**config.mk**
```make
export PLATFORM = sky130hd
export DESIGN_NAME = addsub_serial
export DESIGN_NICKNAME = d
export VERILOG_FILES = /design/src/rtl/alu_pkg.sv /design/src/rtl/FullAdder.sv /design/src/rtl/addsub_slice.sv /design/src/rtl/addsub_serial.sv
export SDC_FILE = /design/constraint.sdc
export NUM_CORES = 1
export LEC_CHECK = 0
export ABC_AREA = 0
export CAP_MARGIN = 10
export CORE_ASPECT_RATIO = 1.2
export CORE_MARGIN = 1
export CORE_UTILIZATION = 35
export DETAILED_ROUTE_END_ITERATION = 12
export GPL_ROUTABILITY_DRIVEN = 0
export PLACE_DENSITY = 0.69
export SYNTH_ARGS = -nofsm -noshare
export SYNTH_HDL_FRONTEND = slang
export SYNTH_SLANG_ARGS = --single-unit
export TNS_END_PERCENT = 100
```
**constraint.sdc**
```tcl
create_clock -name clk -period 15.6 [get_ports clk]
set_input_delay 3.12 -clock clk [delete_from_list [all_inputs] [get_ports clk]]
set_output_delay 3.12 -clock clk [all_outputs]
set_load 0.02 [all_outputs]
```
**src/rtl/alu_pkg.sv**
```systemverilog
// Shared ALU types: operation select, condition-code bundle, add/sub sequencer states.
// Latency: none (types and constant helpers only).
// Backpressure: none.
package alu_pkg;

  typedef enum logic {
    ALU_ADD = 1'b0,
    ALU_SUB = 1'b1
  } alu_op_t;

  typedef struct packed {
    logic zf;
    logic sf;
    logic of;
  } cc_t;

  typedef enum logic {
    IDLE = 1'b0,
    RUN  = 1'b1
  } addsub_state_t;

  // Counter width for n states, never narrower than one bit.
  function automatic int cnt_width(input int n);
    return (n > 1) ? $clog2(n) : 1;
  endfunction

endpackage

```
**src/rtl/FullAdder.sv**
```systemverilog
// One-bit full adder cell.
// Latency: combinational.
// Backpressure: none.
module FullAdder (
  input  logic a,
  input  logic b,
  input  logic cin,
  output logic sum,
  output logic cout
);

  assign sum  = a ^ b ^ cin;
  assign cout = (a & b) | (cin & (a ^ b));

endmodule

```
**src/rtl/addsub_slice.sv**
```systemverilog
// WIDTH-bit ripple adder slice; also exposes the carry into its top bit for overflow detection.
// Latency: combinational, one WIDTH-bit ripple.
// Backpressure: none.
module addsub_slice #(
  parameter int WIDTH = 8
) (
  input  logic [WIDTH-1:0] a,
  input  logic [WIDTH-1:0] b,
  input  logic             cin,
  output logic [WIDTH-1:0] sum,
  output logic             cout,
  output logic             c_msb_in
);

  logic [WIDTH:0] c;

  assign c[0] = cin;

  for (genvar i = 0; i < WIDTH; i++) begin : g_fa
    FullAdder u_fa (
      .a   (a[i]),
      .b   (b[i]),
      .cin (c[i]),
      .sum (sum[i]),
      .cout(c[i+1])
    );
  end

  assign cout     = c[WIDTH];
  assign c_msb_in = c[WIDTH-1];

endmodule

```
**src/rtl/addsub_serial.sv**
```systemverilog
// Multi-cycle add/subtract with Y86 condition codes, SLICE bits per clock.
// Latency: WIDTH/SLICE cycles from the accepting edge to the done pulse.
// Backpressure: start is accepted only while idle; starts during busy are dropped, not queued.
module addsub_serial
  import alu_pkg::*;
#(
  parameter int WIDTH = 64,
  parameter int SLICE = 8
) (
  input  logic             clk,
  input  logic             rst,
  input  logic             start,
  input  logic             op,
  input  logic [WIDTH-1:0] a,
  input  logic [WIDTH-1:0] b,
  output logic             busy,
  output logic             done,
  output logic [WIDTH-1:0] result,
  output logic             zf,
  output logic             sf,
  output logic             of,
  output logic             cf
);

  localparam int NSLICE = WIDTH / SLICE;
  localparam int CW     = cnt_width(NSLICE);
  localparam logic [CW-1:0] K_LAST = CW'(NSLICE - 1);

  // Operands and result are viewed as arrays of slices so slice k is a plain index.
  addsub_state_t                       state_q, state_d;
  logic          [CW-1:0]              k_q, k_d;
  logic                                carry_q, carry_d;
  alu_op_t                             op_q, op_d;
  logic          [NSLICE-1:0][SLICE-1:0] a_q, a_d;
  logic          [NSLICE-1:0][SLICE-1:0] b_q, b_d;
  logic          [NSLICE-1:0][SLICE-1:0] result_q, result_d;
  cc_t                                 cc_q, cc_d;
  logic                                cf_q, cf_d;
  logic                                done_q, done_d;

  logic [SLICE-1:0] sl_a, sl_b, sl_sum;
  logic             sl_cout, sl_cmsb;

  // Subtraction inverts B here; the +1 enters as the initial carry.
  assign sl_a = a_q[k_q];
  assign sl_b = b_q[k_q] ^ {SLICE{op_q == ALU_SUB}};

  addsub_slice #(
    .WIDTH(SLICE)
  ) u_slice (
    .a       (sl_a),
    .b       (sl_b),
    .cin     (carry_q),
    .sum     (sl_sum),
    .cout    (sl_cout),
    .c_msb_in(sl_cmsb)
  );

  // Next state: latch operands when idle, process one slice per RUN cycle, flags on the last slice.
  always_comb begin
    state_d  = state_q;
    k_d      = k_q;
    carry_d  = carry_q;
    op_d     = op_q;
    a_d      = a_q;
    b_d      = b_q;
    result_d = result_q;
    cc_d     = cc_q;
    cf_d     = cf_q;
    done_d   = 1'b0;
    unique case (state_q)
      IDLE: begin
        if (start) begin
          a_d     = a;
          b_d     = b;
          op_d    = alu_op_t'(op);
          carry_d = op;
          k_d     = '0;
          state_d = RUN;
        end
      end
      RUN: begin
        result_d[k_q] = sl_sum;
        carry_d       = sl_cout;
        k_d           = k_q + 1'b1;
        if (k_q == K_LAST) begin
          state_d = IDLE;
          k_d     = '0;
          done_d  = 1'b1;
          // zf needs the whole word, including the slice being written now.
          cc_d.zf = (result_d == '0);
          cc_d.sf = sl_sum[SLICE-1];
          cc_d.of = sl_cout ^ sl_cmsb;
          cf_d    = sl_cout;
        end
      end
      default: state_d = IDLE;
    endcase
  end

  // State register; reset aborts any operation in flight and clears all outputs.
  always_ff @(posedge clk) begin
    if (rst) begin
      state_q  <= IDLE;
      k_q      <= '0;
      carry_q  <= 1'b0;
      op_q     <= ALU_ADD;
      a_q      <= '0;
      b_q      <= '0;
      result_q <= '0;
      cc_q     <= '0;
      cf_q     <= 1'b0;
      done_q   <= 1'b0;
    end else begin
      state_q  <= state_d;
      k_q      <= k_d;
      carry_q  <= carry_d;
      op_q     <= op_d;
      a_q      <= a_d;
      b_q      <= b_d;
      result_q <= result_d;
      cc_q     <= cc_d;
      cf_q     <= cf_d;
      done_q   <= done_d;
    end
  end

  assign busy   = (state_q == RUN);
  assign done   = done_q;
  assign result = result_q;
  assign zf     = cc_q.zf;
  assign sf     = cc_q.sf;
  assign of     = cc_q.of;
  assign cf     = cf_q;

endmodule

```
==> run summary, run 1 <==
status: completed
First-pass DRT Iterations: 5
largest net degree at the start of global routing: 127
FP Core Util: 36.0%
Max-Slew Margin vs Limit: 34.0%
Cell Area, Synth: 0.00869 mm²
Root Driver: clkbuf_16
Synth cell types: 58
Tool Warnings: 30
Comb gates: 759
Ant. Diodes: 0
placed cells: 1,497
dpl ws: 8.62 ns
Final min period: 7.07 ns
Top cell excl fill/tap: nand2_1
CP Class: reg -> reg
Post-CTS Resized: 0
CTS clk-pin slew, worst paths: 0.06 ns
Inverters: 7
Top logic family: simple AND/OR/NAND/NOR gates
most used routing layer in global routing: met2
DR WL met3: 1960 µm
Top cells by area: dfxtp_1 47%, nand2_1 12%, a21oi_1 7.8%, a211oi_1 4.7%, a22oi_1 3.8%
Worst Setup End Kind: flop
cts hold-fix bufs: 0
RSZ-0062 raised after global routing: false
Fmax: 141 MHz
Leak: 3.92 nW
fraction of area in non-clock buffers: 18.1%
postcts setup bufs: 0
Post-synth ARST share: 0%
number of global-route vias before repair: 7,935
met3 usage: 3.47%
Crit path depth: 21
flip-flops with a built-in enable: 0
met1 WL: 11,400 µm
FF-to-FF setup slack: 8.53 ns
routed via count: 8,160
Hold Crit Start: a_q[22]
met2 WL: 13,300 µm
Final ANT Viol Nets: 0
number of CTS-inserted buffers: 21
Final Setup Violations: 0
die y size: 175 µm
Setup Skew: 0.00799 ns
final setup TNS: 0 ns
Buf/Inv on CP: 3
DRC viols: 0
logic share of the area: 37.0%
most frequent cells in the layout: 267 x nand2_1, 203 x dfxtp_1, 200 x clkdlybuf4s50_1
Final Max Tran Viols: 0
yosys stat cell total: 1,069
Layout clock buffers: 29
Hold EP: a_q[22]
Critical R2R Capture: zf
met1 usage: 26.8%
Slowest Stage Delay on Critical Path: 0.94 ns
initial DRC count: 691
worst reg2reg startpoint: k_q[1]
Avg Cell Area, Syn: 8.13 µm²
mux share: 3.27%
largest buffer count on any clock path: 3
Avg WL per Cell: 18.1 µm
Syn Nets: 1,211
Clock Latency Late Sink: 0.50 ns
Tot Pwr: 1.22 mW
sequential power share: 46.0%
critical path peak fanout: 26
die extent in x: 146 µm
logic area: 0.00423 mm²
R2R depth: 21
Crit-path slowest cell: dfxtp_1
and+or+nand+nor area frac: 21.4%
count leader, synth: nand2_1
CTS tree: yes
worst slew pin tran: 0.990 ns
core region area: 0.0241 mm²
Crit path max-delay family: adder cells
Buffers excl. clock: 208
Post-synth seq share: 46.7%
gr usage total: 21.2%
Max Used Layer: met4
crit-path cells: and3b_1, a22oi_1, nand4_1, xor2_1, fa_1, inv_1, fa_1, fa_1, fa_1, inv_1, fa_1, inv_1, fa_1, fa_1, fa_1, nor2b_1, nor2_1, a211oi_1, o22ai_1, nor4bb_1, a31o_1
Dominant flop cell: dfxtp_1
top cells by count: 267 x nand2_1, 203 x dfxtp_1, 136 x a21oi_1, 88 x clkbuf_1, 88 x nor2_1
num ports: 202
placed cell area: 0.0108 mm²
Largest cell class: multi-input combinational cells
I/O Buffers: 201
chip area: 0.0255 mm²
Flops: 203
Dominant cell area share: 46.7%
maximum vdd drop: 0.0000572 V
Final nets: 1,342
routed wire length: 27,700 µm
Final Hold Fails: 0
Top cell by count, worst path: fa_1
Clock Power Share: 39.0%
Final Cycle Share: 45.3%
Critical Path Source Type: flop
XORs/XNORs by Area: 0.907%
ClkCell Share: 5.72%
combinational group share of total power: 15.0%
Hold Crit Class: reg -> reg
yosys aoi share: 20.5%
GRT overflow: 0
fin cells: 1,533
FA/HA/MAJ Cells, Area Fraction: 2.13%
clock tree sinks: 203
Critical Path End: zf
layout cells sized above 1: 4.70%
Syn Inst Count: 1,069
max-cap violation count: 0
Max power group: sequential cells
Crit path required time: 16.04 ns
initial antenna violation count: 0
YS chip area: 0.00869 mm²
crit path DAT: 7.51 ns
Via density: 5.32
cell area power density: 107 mW/mm²
Flops after synth: 203
Psw: 0.329 mW
P_clk: 0.477 mW
largest area contributor in the netlist: dfxtp_1
hold slack: 0.452 ns
Hold Path Stages: 2
Net Sw Frac: 26.9%
met2 Use GR: 35.7%
Post-DP HPWL: 19,800 µm
run_1/placement.png
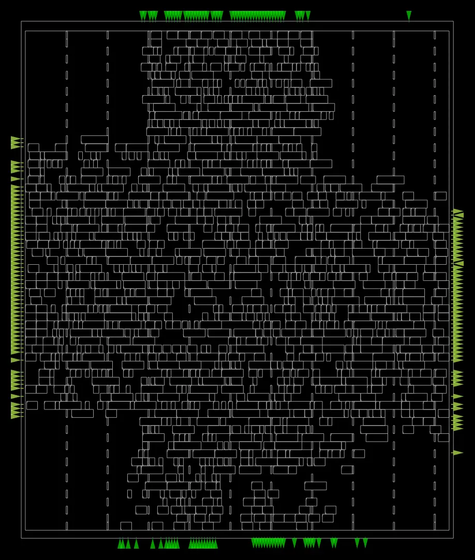
register share of the cell area: 35.5%
n_taps: 320
FILL cells: 2,313

run_1/metal_density.png
The die is cut into 29 by 35 equal tiles; dark blue is low, red is high, scaled to the fullest tile. Values are wire area over tile area, all layers added.
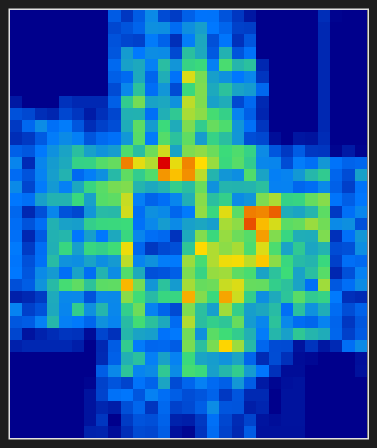
densest ninth of the die	center
fullest tile	0.71
mean over tiles	0.18
emptiest ninth of the die	north-east

run_1/flops_by_reg.png
Scale bar: 50 µm. Other sequential cells in the stronger gray, the rest of the logic in the fainter gray.
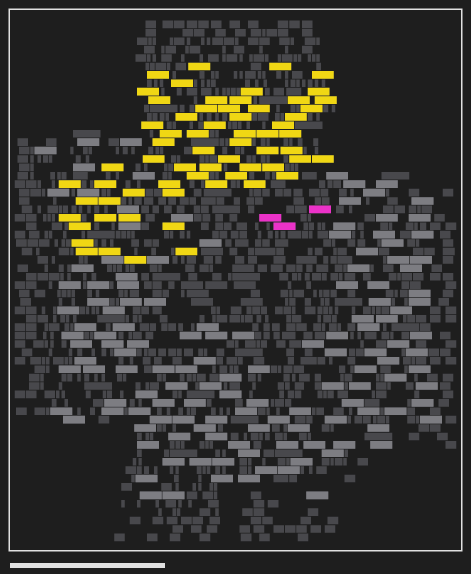
color	netlist name	placed flops
magenta	k_q	3
yellow	b_q	64
not colored	136
Seq. cell area: 0.00406 mm²
final cell utilization of the core: 47.4%

run_1/sizes.png
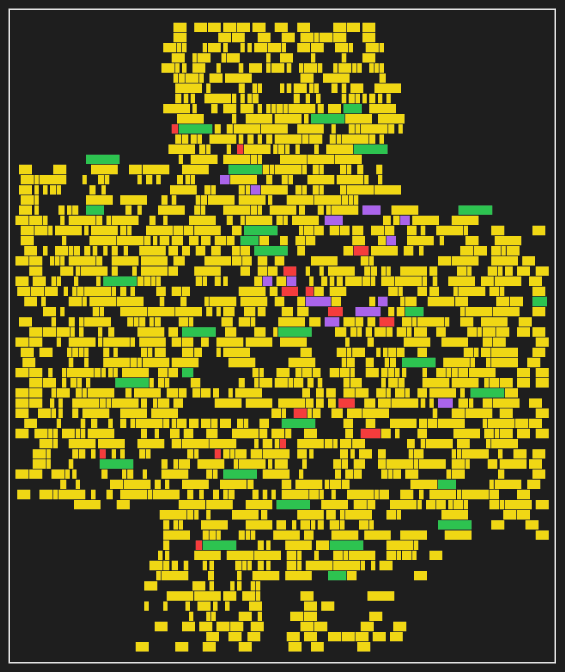
color	size	cells	most used
red	_2 cells	15	clkinv_2
purple	_3 and _4 cells	13	buf_4
yellow	_0 and _1 cells	1,156	nand2_1
green	_6 and larger	29	clkbuf_16
final std cell area, no fill: 0.0114 mm²
min setup slack post-route: 8.53 ns
Synth-to-Final Area Change: 31.5%

==> run 1 -> run 2 <==
Clock period 15.6 ns to 7.14 ns, I/O delays scaled along.
run_2/clk_routes.png
Scale bar: 50 µm.
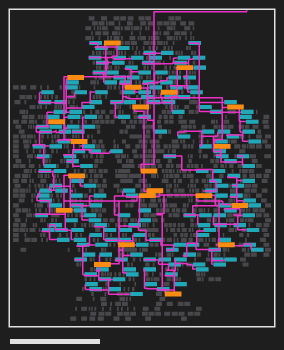
[magenta] clock wires | length: 2,350 µm
[cyan] flip-flops | count: 203
[orange] clock drivers | count: 21
routed clock nets	22

run_2/metal_density.png
The die is cut into 29 by 35 equal tiles; dark blue is low, red is high, scaled to the fullest tile. Values are wire area over tile area, all layers added.
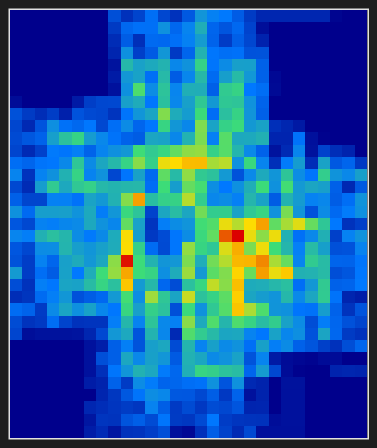
nearly empty tiles	22%
tiles over half the peak	8.9%
emptiest ninth of the die	north-east
fullest tile	0.77
Avg WL per Cell: 18.4 µm
routed wire length: 28,400 µm
routed via count: 8,133
gr usage total: 21.8%

run_2/flops_by_reg.png
Scale bar: 50 µm. Other sequential cells in the stronger gray, the rest of the logic in the fainter gray.
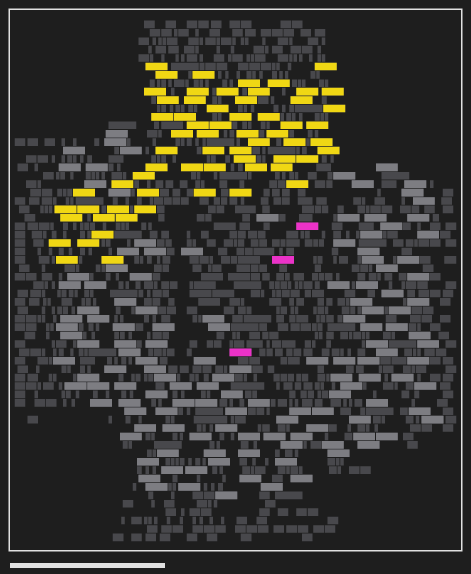
color	netlist name	placed flops
magenta	k_q	3
yellow	b_q	64

==> run 2 against run 1 <==
  * Routed wire length is 2.3% higher
  * Largest power group unchanged
  * Critical endpoint unchanged
  * Cell area is 0.70% higher
  * Utilization is 0.33 points higher
  * Critical path type unchanged
  * Final cell count is 0.26% higher
==> run summary, run 2 <==
initial DRC count: 806
Top cells by area: dfxtp_1 47%, nand2_1 12%, a21oi_1 7.8%, a211oi_1 4.7%, a22oi_1 3.8%
H-tree lvl count: 1
CTS clk-pin slew, worst paths: 0.06 ns
n_taps: 320
Final Cycle Share: 93.3%
count leader, synth: nand2_1
Final Max Tran Viols: 0
worst reg2reg startpoint: k_q[2]
Inverters: 7
Seq. cell area: 0.00406 mm²
met1 usage: 27.8%
Final nets: 1,347
FP Core Util: 36.0%
status: completed
R2R depth: 21
Clock Latency Late Sink: 0.50 ns
FA/HA/MAJ Cells, Area Fraction: 2.13%
logic share of the area: 36.7%
Syn Nets: 1,211
Syn Inst Count: 1,069
Net Sw Frac: 26.2%
Hold Path Stages: 2
Max power group: sequential cells
Fmax: 150 MHz
largest buffer count on any clock path: 3
min setup slack post-route: 0.477 ns
XORs/XNORs by Area: 0.907%
Hold EP: a_q[56]
Crit path depth: 21
Avg Cell Area, Syn: 8.13 µm²
num ports: 202
Psw: 0.717 mW
Crit path max-delay family: adder cells
Critical Path Source Type: flop
final setup TNS: 0 ns
cts hold-fix bufs: 0
Root Driver: clkbuf_16
cell area power density: 237 mW/mm²
Top cell by count, worst path: fa_1
DRC viols: 0
sequential power share: 45.2%
number of global-route vias before repair: 7,790
Dominant cell area share: 46.7%
Dominant flop cell: dfxtp_1
Ant. Diodes: 0
met1 WL: 11,800 µm
die extent in x: 146 µm
Crit-path slowest cell: dfxtp_1
largest net degree at the start of global routing: 125
Layout clock buffers: 30
ClkCell Share: 5.94%
met2 Use GR: 36.7%
largest area contributor in the netlist: dfxtp_1
Comb gates: 759
most frequent cells in the layout: 267 x nand2_1, 203 x dfxtp_1, 200 x clkdlybuf4s50_1
crit path DAT: 7.11 ns
CTS tree: yes
Crit path required time: 7.59 ns
crit-path cells: and3b_1, buf_4, a22oi_1, nand4_1, fa_1, inv_1, fa_1, fa_1, fa_1, inv_1, fa_1, inv_1, fa_1, fa_1, fa_1, nor2b_1, nor2_1, a211oi_1, o22ai_1, nor4bb_1, a31o_1
max-cap violation count: 0
critical path peak fanout: 26
First-pass DRT Iterations: 6
Final ANT Viol Nets: 0
Top cell excl fill/tap: nand2_1
core region area: 0.0241 mm²
Hold Crit Start: a_q[56]
final std cell area, no fill: 0.0115 mm²
Post-synth ARST share: 0%
layout cells sized above 1: 4.85%
maximum vdd drop: 0.000130 V
final cell utilization of the core: 47.7%
Via density: 5.29
Synth cell types: 58
hold slack: 0.459 ns
CP Class: reg -> reg
Final Hold Fails: 0
chip area: 0.0255 mm²
Buffers excl. clock: 213
Clock Power Share: 40.1%
worst slew pin tran: 0.994 ns
P_clk: 1.10 mW
dpl ws: 0.605 ns
Final Setup Violations: 0
Tool Warnings: 28
Cell Area, Synth: 0.00869 mm²
Tot Pwr: 2.73 mW
postcts setup bufs: 0
yosys stat cell total: 1,069
Flops after synth: 203
GRT overflow: 0
die y size: 175 µm
DR WL met3: 2000 µm
YS chip area: 0.00869 mm²
FF-to-FF setup slack: 0.48 ns
Slowest Stage Delay on Critical Path: 0.91 ns
Setup Skew: 0.0219 ns
fraction of area in non-clock buffers: 18.4%
most used routing layer in global routing: met2
Critical R2R Capture: zf
placed cells: 1,502
Final min period: 6.66 ns
Post-DP HPWL: 20,600 µm
met3 usage: 3.26%
fin cells: 1,537
Largest cell class: multi-input combinational cells
Post-synth seq share: 46.7%
FILL cells: 2,343
top cells by count: 267 x nand2_1, 203 x dfxtp_1, 136 x a21oi_1, 88 x clkbuf_1, 88 x nor2_1
register share of the cell area: 35.3%
number of CTS-inserted buffers: 21
Critical Path End: zf
clock tree sinks: 203
flip-flops with a built-in enable: 0
Top logic family: simple AND/OR/NAND/NOR gates
placed cell area: 0.0108 mm²
Worst Setup End Kind: flop
Max Used Layer: met4
Power is estimated from default activity; no workload was simulated.
